File: config.mk
export PLATFORM = sky130hd
export DESIGN_NAME = imem_fetch_ctrl
export DESIGN_NICKNAME = d
export VERILOG_FILES = /design/src/rtl/mips_pkg.sv /design/src/rtl/fetch_out_reg.sv /design/src/rtl/imem_fetch_ctrl.sv
export SDC_FILE = /design/constraint.sdc
export NUM_CORES = 1
export LEC_CHECK = 0
export ABC_AREA = 1
export CAP_MARGIN = 20
export CELL_PAD_IN_SITES_DETAIL_PLACEMENT = 0
export CELL_PAD_IN_SITES_GLOBAL_PLACEMENT = 1
export CORE_MARGIN = 2
export CORE_UTILIZATION = 29
export DETAILED_ROUTE_END_ITERATION = 7
export PLACE_DENSITY_LB_ADDON = 0.1
export SYNTH_ARGS = -nofsm -noshare
export SYNTH_HDL_FRONTEND = slang
export SYNTH_SLANG_ARGS = --single-unit
File: constraint.sdc
create_clock -name clk -period 2.75 [get_ports clk]
set_input_delay 0.4125 -clock clk [delete_from_list [all_inputs] [get_ports clk]]
set_output_delay 0.4125 -clock clk [all_outputs]
set_load 0.01 [all_outputs]
File: src/rtl/mips_pkg.sv
// Shared MIPS core definitions: fetch state encoding and address/data width constants.
package mips_pkg;

    localparam int INSTR_BYTES = 4;
    localparam int ADDR_W      = 28;
    localparam int DATA_W      = 32;

    typedef enum logic [1:0] {
        IDLE  = 2'd0,
        FETCH = 2'd1,
        HALT  = 2'd2
    } fetch_state_e;

endpackage

File: src/rtl/fetch_out_reg.sv
// Valid/ready output register between fetch and decode; flush drops the held word.
module fetch_out_reg
    import mips_pkg::*;
#(
    parameter int ADDR_WIDTH = ADDR_W,
    parameter int DATA_WIDTH = DATA_W
) (
    input  logic                  clk,
    input  logic                  rst,
    input  logic                  flush_i,
    input  logic                  capture_i,
    input  logic                  ready_i,
    input  logic [DATA_WIDTH-1:0] instr_i,
    input  logic [ADDR_WIDTH-1:0] pc_i,
    output logic                  valid_o,
    output logic [DATA_WIDTH-1:0] instr_o,
    output logic [ADDR_WIDTH-1:0] pc_o
);

    logic                  valid_d, valid_q;
    logic [DATA_WIDTH-1:0] instr_d, instr_q;
    logic [ADDR_WIDTH-1:0] pc_d,    pc_q;

    // Flush wins; a consumed word without a refill leaves the stage empty.
    always_comb begin
        valid_d = valid_q;
        instr_d = instr_q;
        pc_d    = pc_q;
        if (flush_i) begin
            valid_d = 1'b0;
        end else if (capture_i) begin
            valid_d = 1'b1;
            instr_d = instr_i;
            pc_d    = pc_i;
        end else if (ready_i) begin
            valid_d = 1'b0;
        end else begin
            valid_d = valid_q;
        end
    end

    // Output stage state.
    always_ff @(posedge clk or posedge rst) begin
        if (rst) begin
            valid_q <= 1'b0;
            instr_q <= '0;
            pc_q    <= '0;
        end else begin
            valid_q <= valid_d;
            instr_q <= instr_d;
            pc_q    <= pc_d;
        end
    end

    assign valid_o = valid_q;
    assign instr_o = instr_q;
    assign pc_o    = pc_q;

endmodule

File: src/rtl/imem_fetch_ctrl.sv
// Instruction-fetch sequencer: PC, IDLE/FETCH/HALT control, redirect and end-of-program halt.
// Optional instruction counter on fetch_count when IMEM_FETCH_CNT_EN is defined.
module imem_fetch_ctrl
    import mips_pkg::*;
#(
    parameter int ADDR_WIDTH = ADDR_W,
    parameter int DATA_WIDTH = DATA_W,
    parameter int MEM_BYTES  = 372,
    parameter int RESET_PC   = 0
) (
    input  logic                  clk,
    input  logic                  rst,
    input  logic                  start,
    output logic [ADDR_WIDTH-1:0] imem_addr,
    input  logic [DATA_WIDTH-1:0] imem_data,
    input  logic                  redirect_valid,
    input  logic [ADDR_WIDTH-1:0] redirect_pc,
    output logic                  out_valid,
    input  logic                  out_ready,
    output logic [DATA_WIDTH-1:0] out_instr,
    output logic [ADDR_WIDTH-1:0] out_pc,
    output logic                  halted
`ifdef IMEM_FETCH_CNT_EN
    ,
    output logic [31:0]           fetch_count
`endif
);

    localparam logic [ADDR_WIDTH-1:0] LAST_FETCH = ADDR_WIDTH'(MEM_BYTES - INSTR_BYTES);
    localparam logic [ADDR_WIDTH-1:0] PC_STEP    = ADDR_WIDTH'(INSTR_BYTES);
    localparam logic [ADDR_WIDTH-1:0] ALIGN_MASK = ~ADDR_WIDTH'(INSTR_BYTES - 1);
    localparam logic [ADDR_WIDTH-1:0] PC_INIT    = ADDR_WIDTH'(RESET_PC);

    fetch_state_e          state_d, state_q;
    logic [ADDR_WIDTH-1:0] pc_d,    pc_q;
    logic                  halted_d, halted_q;
    logic                  load_s;
    logic                  capture_s;
    logic                  flush_s;
    logic                  out_valid_s;

    assign load_s = !out_valid_s || out_ready;

    // Next-state: redirect overrides every state and word-aligns the target.
    always_comb begin
        state_d   = state_q;
        pc_d      = pc_q;
        halted_d  = halted_q;
        capture_s = 1'b0;
        flush_s   = 1'b0;
        if (redirect_valid) begin
            pc_d     = redirect_pc & ALIGN_MASK;
            state_d  = FETCH;
            halted_d = 1'b0;
            flush_s  = 1'b1;
        end else begin
            case (state_q)
                IDLE: begin
                    if (start) begin
                        state_d = FETCH;
                    end else begin
                        state_d = IDLE;
                    end
                end
                FETCH: begin
                    if (load_s && (pc_q <= LAST_FETCH)) begin
                        capture_s = 1'b1;
                        pc_d      = pc_q + PC_STEP;
                    end else if (load_s) begin
                        state_d  = HALT;
                        halted_d = 1'b1;
                    end else begin
                        state_d = FETCH;
                    end
                end
                HALT: begin
                    state_d = HALT;
                end
                default: begin
                    state_d  = IDLE;
                    pc_d     = PC_INIT;
                    halted_d = 1'b0;
                end
            endcase
        end
    end

    // Control FSM, program counter and halt flag.
    always_ff @(posedge clk or posedge rst) begin
        if (rst) begin
            state_q  <= IDLE;
            pc_q     <= PC_INIT;
            halted_q <= 1'b0;
        end else begin
            state_q  <= state_d;
            pc_q     <= pc_d;
            halted_q <= halted_d;
        end
    end

    fetch_out_reg #(
        .ADDR_WIDTH (ADDR_WIDTH),
        .DATA_WIDTH (DATA_WIDTH)
    ) u_out_reg (
        .clk       (clk),
        .rst       (rst),
        .flush_i   (flush_s),
        .capture_i (capture_s),
        .ready_i   (out_ready),
        .instr_i   (imem_data),
        .pc_i      (pc_q),
        .valid_o   (out_valid_s),
        .instr_o   (out_instr),
        .pc_o      (out_pc)
    );

`ifdef IMEM_FETCH_CNT_EN
    logic [31:0] cnt_d, cnt_q;

    // A transfer coinciding with a redirect still counts; redirect never clears the count.
    always_comb begin
        if (out_valid_s && out_ready) begin
            cnt_d = cnt_q + 32'd1;
        end else begin
            cnt_d = cnt_q;
        end
    end

    // Handed-off instruction counter.
    always_ff @(posedge clk or posedge rst) begin
        if (rst) begin
            cnt_q <= 32'd0;
        end else begin
            cnt_q <= cnt_d;
        end
    end

    assign fetch_count = cnt_q;
`endif

    assign imem_addr = pc_q;
    assign out_valid = out_valid_s;
    assign halted    = halted_q;

endmodule
==> run_1/met3.png <==
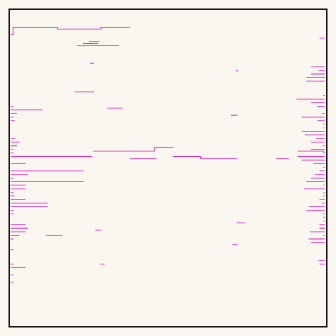
wire length on this layer	553 µm
share of all routed wire	5.8%

==> run_1/clock_map.png <==
Scale bar: 20 µm.
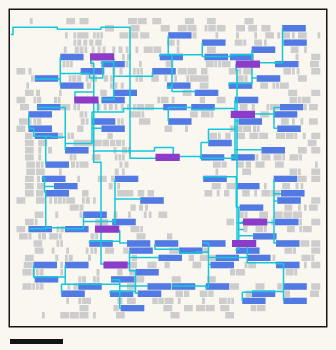
[cyan] clock wires | length: 1230 µm
[purple] cells driving clock nets | count: 9
[blue] flip-flops | count: 88
routed clock nets	10

==> run_1/density.png <==
12 x 12 tiles, from white (low) to dark blue (high), 0 to 100% covered.
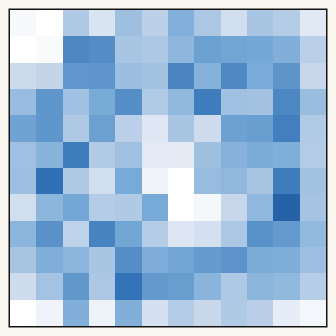
fullest tile	80%
mean over tiles	39%
nearly empty tiles	3.5%
emptiest ninth of the die	center
tiles over 75% full	0.70%

==> reports/metrics.yaml, run 1 <==
die:
  row_count: 42
  ios: 155
  die_w_um: 120
  well_tap_count: 176
  floorplan.core_util: 0.295
  die_h_um: 120
layout:
  post-route-util: 0.440
  layout.nets: 628
  layout.nonclk_buf_frac: 0.268
  flop_area_um2: 2200
  inv_count: 61
  nonClockBufferCount: 156
  fillCellCount: 1335
  comb_area_um2: 1300
  logic_gates: 244
  largest_reg_flops: 32
  seq_share: 0.379
  fin_cells: 739
  num-clock-buffers: 11
  syn2layout_area_growth_pct: 49.3
final_timing:
  clock.fmax_mhz: 449
  final_max_slew_viol_count: 0
  finalCritPeriodShare: 0.810
  fin_crit_ns: 2.23
  clock_skew_ns: 0.00692
  grt_setup_unrepaired: "no"
  hold_viol_final: 0
  relSlewSlack: 0.429
  setup_ws_ns: 0.522
job:
  openroad.warnings: 31
critical_path:
  ff2ff_path_depth: 10
  crit_type: "flop to flop"
  crit-reg2reg-launch: "imem_addr[2]"
  arrival_ns: 2.49
  r2r_slack_ns: 0.52
  end_kind: "flop"
  critical_path.max_fanout: 66
  worstReg2RegEnd: "u_out_reg.pc_o[4]"
  cpMaxStageDelayCell: "buf_4"
  worstSetupStartpoint: "imem_addr[2]"
  required_ns: 3.01
  crit_end: "u_out_reg.pc_o[4]"
  worstPathCellList: "inv_1 > ha_1 > inv_1 > nand2_1 > o21ai_1 > nor2_2 > nand3_4 > buf_4 > nand2_1 > o21ai_2"
cts:
  htreeDepth: 3
  clock_sinks: 88
  clock_path_buffers: 2
  post-cts-setup-buffer-count: 0
  numCtsBuffers: 9
  clock_latency_ns: 0.34
  clk_pin_slew_worst_paths_ns: 0.06
  ctsHoldBuffers: 0
  cts_resized: 0
  cts_tree: "yes"
detailed_routing:
  wl_met2_um: 4280
  first_pass_iters: 4
  wl_per_cell_um: 12.9
  drc: 0
  route.met3.wl_um: 552
  top_layer_used: "met4"
  drt_wl_total_um: 9550
  met1_length_um: 4520
  postRouteAntennaNets: 0
synthesis:
  ys_sh_adder: 0.00965
  avgSynthCellArea_um2: 9.44
  yosysWarningCount: 0
  top_area_frac: 0.566
  top_cells_by_area: "dfrtp_1, nand2_1, o21ai_2"
  synth-edff-count: 0
  yosys.cell_types.count: 25
  ys_ff: 88
  async_reset_ff_frac: 1.00
  ys_seq_frac: 0.566
  most_common_cell: "nand2_1"
  synth_top_cell_by_area: "dfrtp_1"
  syn_inst: 412
  ys_chip_area_um2: 3890
  logic_family: "simple AND/OR/NAND/NOR gates"
  compound_area_frac: 0.120
  ys_sh_mux: 0
  syn_area_um2: 3890
pwr:
  power_w: 0.00305
  p_seq_frac: 0.460
  ir_drop_v: 0.000245
  power_density_nw_per_um2: 525
  p_sw_frac: 0.243
  combinationalPower_w: 0.000417
  leakage_nw: 2.79
  top_power_group: "registers"
  intPower_w: 0.00231
  p_seq_w: 0.00140
  p_sw_w: 0.000742
  clkPwrFrac: 0.403
  p_comb_frac: 0.137
global_routing:
  use_met1: 0.189
  grt_max_degree: 67
  grt.busiest_layer: "met2"
  grt_pass1_wl_um: 15600
  grt_use_total: 0.140
  antenna_found_initial: 0
  grt_pass1_vias: 3019
  grtUsageMet2: 0.212
  grt_overflow: 0
placement:
  numPortBuffers: 148
  dp_cells: 725
  place_ws_ns: 0.321
  hpwl_um: 6650
run_status:
  outcome: "finished clean"
## run 1: cell usage in the layout, fill, tap and decap left out, drive strengths merged
cell / netlist / layout
clkdlybuf4s50: 0 / 148
conb: 1 / 4
o31ai: 1 / 1
nand2: 114 / 114
buf: 20 / 8
clkinvlp: 0 / 1
nor3: 1 / 1
and2: 19 / 19
a31oi: 1 / 1
nor2: 17 / 17
clkbuf: 2 / 11
a21oi: 4 / 4
o21ai: 50 / 50
bufinv: 0 / 1
nand3: 26 / 26
clkinv: 0 / 2
dfrtp: 88 / 88
inv: 61 / 60
ha: 3 / 3
a22o: 4 / 4
## run 1: worst max-delay path, delay by kind of cell (launching register included)
kind                       cells  cell delay, ns
DFF                            1            0.45
AOI/OAI and AO/OA              2            0.26
and+or+nand+nor                4            0.34
buffers and inverters          3            0.83
adders and majority gates      1            0.21
==> run_1/final_placement.png <==
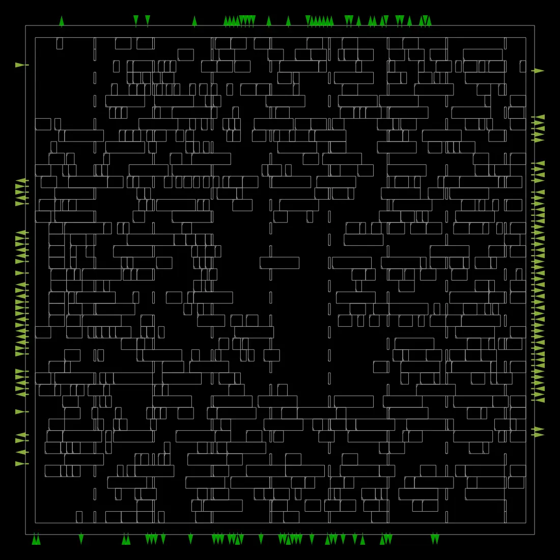

==> run 2, diff against run 1 <==
clock period = 1.8 ns   (was 2.75 ns; I/O delays follow)
==> run_2/final_placement.png <==
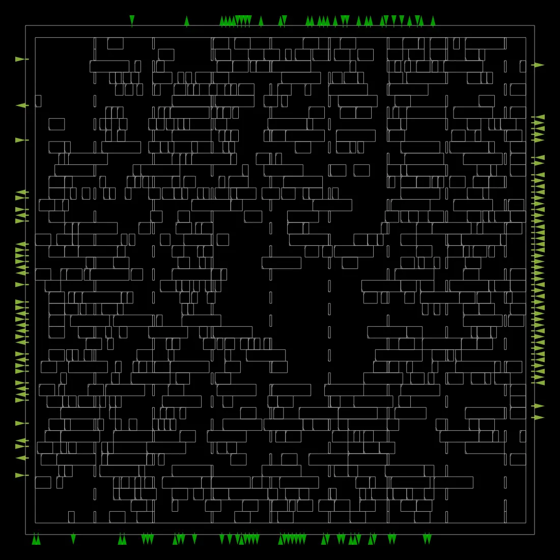
std cell rows: 42
Tapcells: 176
core area: 13200 µm²

==> run_2/density.png <==
12 x 12 tiles, from white (low) to dark blue (high), 0 to 100% covered.
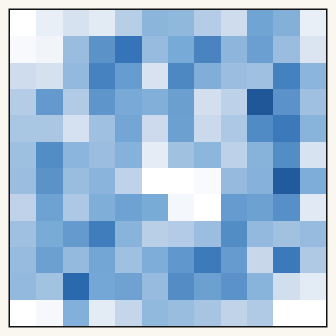
Initial Utilization: 0.295
fin util: 0.447

==> reports/metrics.yaml, run 2 <==
final_timing:
  clock_skew_ns: 0.00709  # +0.000175 ns
  clock.fmax_mhz: 602
  setup_ws_ns: 0.138  # -0.384 ns
  finalSetupViolations: 0
  hold_viol_final: 0  # unchanged
  final_max_slew_viol_count: 0  # unchanged
  grt_setup_unrepaired: "yes"
  fin_hold_ws_ns: 0.363
  finalCritPeriodShare: 0.923
  fin_crit_ns: 1.66
critical_path:
  cp_top_family: "buffers and inverters"
  required_ns: 1.53  # -1.48 ns
  cp-start-kind: "flop"
  cp.buffers_inverters: 1  # -2
  end_kind: "output port"
  worstPathCellList: "clkdlybuf4s50_1"
  slowest_delay_ns: 0.58
  worstReg2RegEnd: "u_out_reg.pc_o[15]"
  crit_type: "flop to output port"
  cp.depth: 1  # -9
  crit-reg2reg-launch: "imem_addr[2]"
  arrival_ns: 1.39  # -1.10 ns
  worstSetupStartpoint: "imem_addr[4]"
  ff2ff_path_depth: 9  # -1
  cpMaxStageDelayCell: "clkdlybuf4s50_1"
  crit_end: "imem_addr[4]"
  critical_path.max_fanout: 7  # -89%
  r2r_slack_ns: 0.15  # -0.37 ns
cts:
  clk_pin_slew_worst_paths_ns: 0.06  # about the same
  clock_sinks: 88  # unchanged
  cts_resized: 0  # unchanged
  numCtsBuffers: 9  # unchanged
  post-cts-setup-buffer-count: 0  # unchanged
  ctsHoldBuffers: 0  # unchanged
  clockRootBuffer: "clkbuf_16"
  cts_tree: "yes"
  htreeDepth: 3  # unchanged
  clock_latency_ns: 0.34  # about the same
  clock_path_buffers: 2  # unchanged
job:
  max_cap_viol_count: 0
  openroad.warnings: 32  # +3.2%
synthesis:
  ys_seq_frac: 0.566  # unchanged
  syn_inst: 412  # unchanged
  synth_top_cell_by_area: "dfrtp_1"
  ys_cells: 412
  ys.flop_type: "dfrtp_1"
  top_area_frac: 0.566  # unchanged
  async_reset_ff_frac: 1.00  # unchanged
  top_cells_by_area: "dfrtp_1, nand2_1, o21ai_2"
  ys_sh_mux: 0  # unchanged
  most_common_cell: "nand2_1"
  synthTopCellsByCount: "nand2_1, dfrtp_1, inv_1"
  yosysWarningCount: 0  # unchanged
  compound_area_frac: 0.120  # unchanged
  yosys.cell_types.count: 25  # unchanged
  avgSynthCellArea_um2: 9.44  # unchanged
  synth-edff-count: 0  # unchanged
  syn_area_um2: 3890  # unchanged
  ys_sh_xor: 0
  logic_family: "simple AND/OR/NAND/NOR gates"
  simple_gate_share: 0.199
  ys_ff: 88  # unchanged
  ys_chip_area_um2: 3890  # unchanged
  ys_sh_adder: 0.00965  # unchanged
placement:
  numPortBuffers: 148  # unchanged
  post_dp_cell_area_um2: 5610
  hpwl_um: 6850  # +3.1%
  dp_cells: 736  # +1.5%
  place_congestion: 0.737
  place_ws_ns: -0.0595  # -0.381 ns
detailed_routing:
  drc: 0  # unchanged
  postRouteAntennaNets: 0  # unchanged
  vias_per_cell: 4.12
  top_layer_used: "met4"
  wl_met2_um: 4280  # -0.14%
  wl_per_cell_um: 12.6  # -2.8%
  drt_iter0_drc: 200
  route.met3.wl_um: 633  # +15%
  first_pass_iters: 6  # +2
  met1_length_um: 4340  # -4.0%
global_routing:
  grt_overflow: 0  # unchanged
  grt_pass1_wl_um: 15600  # -0.35%
  antenna_found_initial: 0  # unchanged
  grt_max_degree: 51  # -24%
  grtUsageMet2: 0.213  # +0.00143
  grt_pass1_vias: 3044  # +0.83%
  grt.busiest_layer: "met2"
  grt_use_total: 0.140  # about the same
  use_met1: 0.183  # -0.00596
layout:
  fillCellCount: 1343  # +0.60%
  fin_cells: 750  # +1.5%
  syn2layout_area_growth_pct: 51.6
  largest_reg_flops: 32  # unchanged
  final_area_um2: 5900
  layout_top_cells: "clkdlybuf4s50_1, nand2_1, dfrtp_1"
  layout-drive-gt1-share: 0.152
  layout_top_cell: "clkdlybuf4s50_1"
  antennaDiodeCount: 0
  layout.nets: 639  # +1.8%
pwr:
  ir_drop_v: 0.000343  # +40%
  leakage_nw: 2.84  # +1.8%
  power_density_nw_per_um2: 784  # +49%
die:
  die_w_um: 120  # unchanged
  ios: 155  # unchanged
  die_h_um: 120  # unchanged
  chip_area_um2: 14400
run_status:
  outcome: "finished clean"
hold_path:
  hold_class: "input pin to asynchronous set/reset pin"
==> run_2/met3.png <==
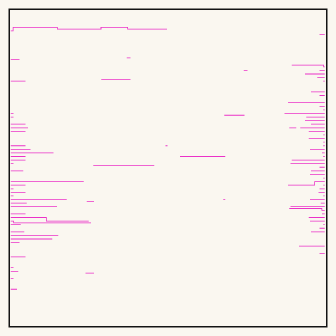
wire length on this layer	634 µm
nets with wire on the layer	85
share of all routed wire	6.7%
met3 Track Usage GR: 0.0413
via count: 3087
final WL: 9420 µm

run 2: cell type report:
type,instances,area [µm²],area share
inverter,61,233,0.0395
multi-input combinational,244,1310,0.222
timing repair buffer,167,1660,0.281
clock buffer,10,229,0.0388
tap,176,220,0.0373
sequential,88,2200,0.373
clock inverter,4,47.5,0.00806
run 2: power breakdown:
group / switching, W / total (W) / internal [W] / leakage [nW]
Clock: 0.000757 / 0.00181 / 0.00106 / 0.134
Sequential: 0.0000697 / 0.00213 / 0.00206 / 1.19
Combinational: 0.000323 / 0.000686 / 0.000363 / 1.52
Total: 0.00115 / 0.00463 / 0.00348 / 2.84
run 2: metrics by stage:
step                total power, W  setup TNS, ns
floorplan                  0.00245              0
global placement           0.00286          -1.35
detailed placement         0.00286          -1.55
CTS                        0.00471              0
global route               0.00487        -0.0184
finish                     0.00463              0
Power figures rest on the tool's default switching activity, not on a simulated workload.
